$ cat config.mk
export PLATFORM = sky130hd
export DESIGN_NAME = timer_cnt_ctrl
export DESIGN_NICKNAME = d
export VERILOG_FILES = /design/src/rtl/timer_cnt_ctrl_pkg.sv /design/src/rtl/timer_prescaler.sv /design/src/rtl/timer_cnt_ctrl.sv
export SDC_FILE = /design/constraint.sdc
export NUM_CORES = 1
export LEC_CHECK = 0
export CORE_MARGIN = 2
export CORE_UTILIZATION = 46
export DETAILED_ROUTE_END_ITERATION = 12
export HOLD_SLACK_MARGIN = 0.1
export PLACE_DENSITY_LB_ADDON = 0.08
export REMOVE_ABC_BUFFERS = 1
export SYNTH_ARGS = -nofsm -noshare
export SYNTH_HDL_FRONTEND = slang
export SYNTH_SLANG_ARGS = --single-unit
$ cat constraint.sdc
create_clock -name sys_clk -period 2.3 [get_ports sys_clk]
set_input_delay 0.23 -clock sys_clk [delete_from_list [all_inputs] [get_ports sys_clk]]
set_output_delay 0.23 -clock sys_clk [all_outputs]
set_load 0.01 [all_outputs]
$ cat src/rtl/timer_cnt_ctrl_pkg.sv
// timer_cnt_ctrl_pkg: shared state encoding and sizing for the timer counter block
package timer_cnt_ctrl_pkg;
  localparam int CNT_W = 64;
  localparam int DIV_W = 4;
  localparam int DIV_MAX = 8;
  typedef enum logic [1:0] {IDLE = 2'd0, RUN = 2'd1, HALT = 2'd2} state_t;
endpackage

$ cat src/rtl/timer_prescaler.sv
// timer_prescaler: power-of-two prescaler with divisor clamp and settings change detect
module timer_prescaler #(
  parameter int DIV_W = timer_cnt_ctrl_pkg::DIV_W,
  parameter int DIV_MAX = timer_cnt_ctrl_pkg::DIV_MAX
) (
  input  logic             clk,
  input  logic             rst,
  input  logic             run,
  input  logic             clr,
  input  logic             div_en,
  input  logic [DIV_W-1:0] div_val,
  output logic             tick
);
  logic [DIV_MAX-1:0] ps, term;
  logic [DIV_W-1:0] prev_val, eff;
  logic prev_en, chg;
  always_comb begin
    eff = (int'(div_val) > DIV_MAX) ? DIV_W'(DIV_MAX) : div_val;
    term = ~({DIV_MAX{1'b1}} << eff);
    chg = {div_en, div_val} != {prev_en, prev_val};
    tick = run && !chg && (!div_en || ps == term);
  end
  always_ff @(posedge clk) begin
    if (rst) begin
      ps <= '0;
      prev_en <= 1'b0;
      prev_val <= '0;
    end else begin
      prev_en <= div_en;
      prev_val <= div_val;
      ps <= (clr || chg || tick || !div_en) ? '0 : run ? ps + 1'b1 : ps;
    end
  end
endmodule

$ cat src/rtl/timer_cnt_ctrl.sv
// timer_cnt_ctrl: 64-bit timer counter with run/halt FSM, prescaler and byte-masked writes
module timer_cnt_ctrl #(
  parameter int CNT_W = timer_cnt_ctrl_pkg::CNT_W,
  parameter int DIV_W = timer_cnt_ctrl_pkg::DIV_W,
  parameter int DIV_MAX = timer_cnt_ctrl_pkg::DIV_MAX
) (
  input  logic             sys_clk,
  input  logic             sys_rst,
  input  logic             timer_en,
  input  logic             div_en,
  input  logic [DIV_W-1:0] div_val,
  input  logic             dbg_mode,
  input  logic             halt_req,
  input  logic             cnt_lo_we,
  input  logic             cnt_hi_we,
  input  logic [31:0]      wdata,
  input  logic [3:0]       wstrb,
  output logic [CNT_W-1:0] cnt,
  output logic             cnt_tick,
  output logic             cnt_ovf,
  output logic             halt_ack,
  output logic [1:0]       state
);
  import timer_cnt_ctrl_pkg::*;
  state_t st;
  logic run, clr, we;
  logic [CNT_W-1:0] base, nxt;
  assign state = st;
  assign run = st == RUN;
  assign clr = st != IDLE && !timer_en;
  assign we = cnt_lo_we || cnt_hi_we;
  timer_prescaler #(.DIV_W(DIV_W), .DIV_MAX(DIV_MAX)) u_pre (
    .clk(sys_clk), .rst(sys_rst), .run(run), .clr(clr),
    .div_en(div_en), .div_val(div_val), .tick(cnt_tick)
  );
  // any write blocks the increment so no carry crosses a written half
  always_comb begin
    base = clr ? '0 : cnt;
    nxt = (cnt_tick && !clr && !we) ? cnt + 1'b1 : base;
    for (int b = 0; b < CNT_W / 8; b++)
      if (((b < 4) ? cnt_lo_we : cnt_hi_we) && wstrb[b % 4]) nxt[8*b +: 8] = wdata[8*(b % 4) +: 8];
  end
  always_ff @(posedge sys_clk) begin
    if (sys_rst) begin
      st <= IDLE;
      cnt <= '0;
      cnt_ovf <= 1'b0;
      halt_ack <= 1'b0;
    end else begin
      cnt <= nxt;
      cnt_ovf <= cnt_tick && !clr && !we && &cnt;
      if (clr) begin
        st <= IDLE;
        halt_ack <= 1'b0;
      end else if (st == IDLE && timer_en) st <= RUN;
      else if (st == RUN && dbg_mode && halt_req) begin
        st <= HALT;
        halt_ack <= 1'b1;
      end else if (st == HALT && !halt_req) begin
        st <= RUN;
        halt_ack <= 1'b0;
      end
    end
  end
endmodule

==> metrics.yaml <==
max_stage_delay_ns: 0.56
grt_pass1_wl_um: 32700
route.met3.wl_um: 2280
logic_family: "simple AND/OR/NAND/NOR gates"
place_area_um2: 7480
warnings: 27
power_sequential_mw: 1.54
area_leaders: "dfxtp_1 (32%), nand2_1 (7.1%), nand3_1 (5.6%)"
critPathMaxFanout: 5
pre_cts_slack_ns: -0.603
io_buffers: 116
seq_area_frac: 0.192
routedWlPerCell_um: 20.7
first_global_vias: 6463
ir_drop_mv: 0.320
rr_worst_depth: 10
syn_area_um2: 5040
synth_flop_count: 81
comb_share: 0.451
synthesis.instances: 665
power_top_consumer: "sequential cells"
synth_adder_area_share: 0.00496
synth-edff-count: 0
top_usage_layer: "met2"
powerComb_mw: 0.819
report.final.hold_viol_count: 0
drt-initial-drc-count: 671
final_util: 0.792
fin_nets: 988
rows: 38
area_growth_pct: 69.4
buffers_excl_clock: 293
cpMostUsedCell: "buf_6"
drc_errors: 0
p_clk_mw: 1.25
power_density_nw_per_um2: 423
drive_gt1_frac: 0.321
min_to: "u_pre.prev_val[0]"
aoi_share: 0.218
switching_share: 0.286
yosysMostFrequentCell: "nand2_1"
worst_slack_ns: -0.154
antennaDiodeCount: 0
post-route-min-period_ns: 2.45
wl_met2_um: 10600
arrival_ns: 2.72
final-clk-cell-share: 0.0268
holdPathStages: 2
final_cell_mix: "buf_4 (154), clkdlybuf4s50_1 (111), nand2_1 (89)"
p_switching_mw: 1.03
met1_length_um: 8740
largest_reg_flops: 64
cts_setup_buffers: 2
finalNonFillerCells: 1082
clk_latency_ns: 0.37
fmax_mhz: 407
holdCritPathClass: "in2reg"
grt_overflow_total: 0
mostFrequentLayoutCell: "buf_4"
yosys-stat-cells: 665
grt_util_met2: 0.575
top_layer: "met4"
worstSetupEndpointType: "register"
regArea_um2: 1640
n_fill_cell: 745
largest_class: "multi-input combinational cells"
reg2reg_to: "cnt[62]"
ys_chip_area_um2: 5040
worst_pin_slew_ns: 0.610
comb_area_um2: 3850
dr.pass1.iters: 6
crit_path_cell_trace: "nor4_4, nand2b_1, and3b_2, o41a_4, buf_12, buf_6, buf_6, nor2_4, a21oi_1, o31ai_1"
tapCellCount: 140
ys_sh_xor: 0.0503
initCoreUtil: 0.467
endpoint: "cnt[62]"
p_clk_frac: 0.347
required_ns: 2.57
dieWidth_um: 109
maxCapViolations: 0
ys_warn_count: 0
clk_path_buf_depth: 2
rsz0062_at_grt: "true"
synthArstFlopShare: 0
avgViaCountPerCell: 6.42
critical_path_buf_inv_count: 3
dp_cells: 1052
core_area_um2: 10800
seqPwrFrac: 0.426
track_usage: 0.357
place_hpwl_um: 15800
cts.sinks: 81
fp.dieH_um: 109
die-area_um2: 11800
relSlewSlack: 0.592
finalSetupViolCount: 41
worst-path-stages: 10
cp-start-kind: "register"
fin_worst_skew_ns: 0.00901
post-synth-top-area-fraction: 0.321
comb_cells: 543
grt_antenna_before_repair: 0
crit_type: "reg2reg"
largest_area_cell: "dfxtp_1"
nonClkBufAreaFrac: 0.305
tritoncts: "built"
ant_nets: 0
cts-root-buf: "clkbuf_8"
regMostFlops: "cnt"
hp-start: "div_val[0]"
setup_tns_ns: -2.23
rrSetupSlack_ns: -0.15
ys_sh_simple: 0.365
synth.mux.area_fraction: 0.00818
fin_area_um2: 8550
holdBufCountCts: 0
worstSetupStartpoint: "u_pre.ps[0]"
whs_ns: 0.389
cts.htree.levels: 3
ys.flop_type: "dfxtp_1"
top_regs: "cnt x64, u_pre.ps x8, u_pre.prev_val x4"
cts-resized-gates: 60
r2r-start: "u_pre.ps[0]"
grt_max_degree: 17
path_clk_slew_ns: 0.08
internal-power_mw: 2.58
synthDistinctLibCells: 65
finalClockPeriodUsage: 1.07
synth.top_cells.by_count: "nand2_1 (96), dfxtp_1 (81), nand3_1 (56)"
crit_family: "AND-OR/OR-AND gates"
io_pins: 117
avgSynthCellArea_um2: 7.59
met1_usage: 0.468
power.leakage_nw: 3.12
crit_path_top_delay_cell: "o41a_4"
p_comb_frac: 0.227
place.gp.congestion: 0.930
violations: "negative setup slack"
synth_seq_share: 0.321
status: "finished, violations left"
The metal 3 layer:
Cells faint in the background.
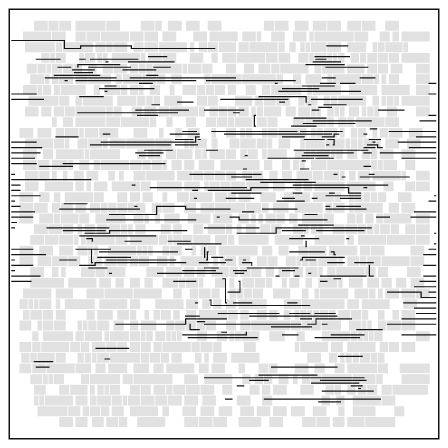
211 nets have wire on it. The layer holds 10% of the routed length. The layer carries 2280 µm of wire.
met3 Usage GRT: 0.0574
vias post-DR: 6942
Post-Route WL: 22400 µm

Routed metal per tile:
The bar under the picture is 20 µm long. The die is cut into 22 by 22 equal tiles; white is low, dark blue is high, scaled to the fullest tile. Values are wire area over tile area, all layers added.
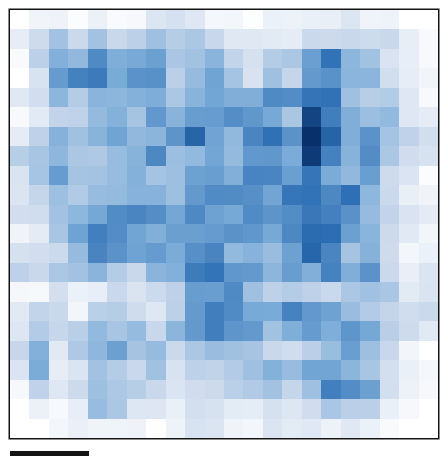
The emptiest ninth of the die: south-west. 3.1% of the tiles are nearly empty. The mean over all tiles is 0.32. The fullest tile reaches 0.91. The densest ninth of the die: centre.

Clock nets:
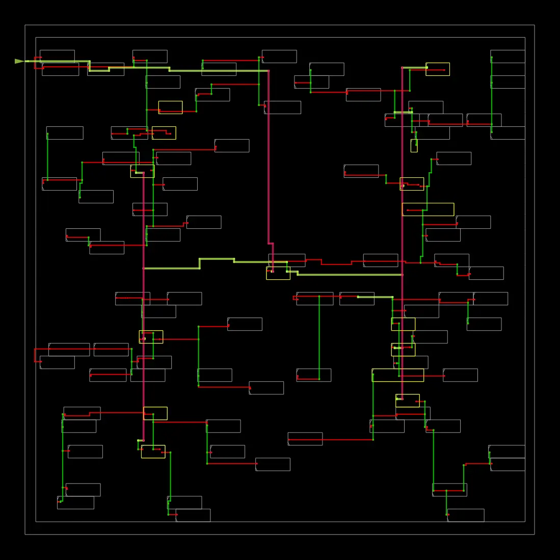
num sequential: 81
CTS buffer count: 9
CLK BUF: 13

Close-up of the layout:
Region (34, 34) to (74, 74) µm. Cells in grey, sequential cells in the stronger grey; small squares are vias.
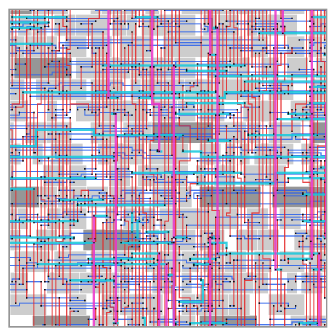
Key: cyan = met3; magenta = met4; blue = met1; red = met2
Netlist names of flops here include `cnt` (8). Most frequent: buf_4 (41), nand2_1 (15), buf_6 (9). Sequential cells in the window: 8. 153 logic cells have their middle in the window.

Clock distribution:
The bar under the picture is 20 µm long.
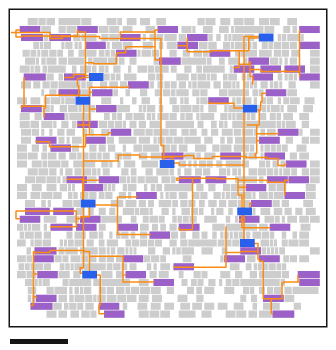
Key: orange = clock wires [length 1160 µm]; blue = cells driving clock nets [count 9]; purple = flip-flops [count 81]
There are 10 routed clock nets. Position of the flops: spread over the die.

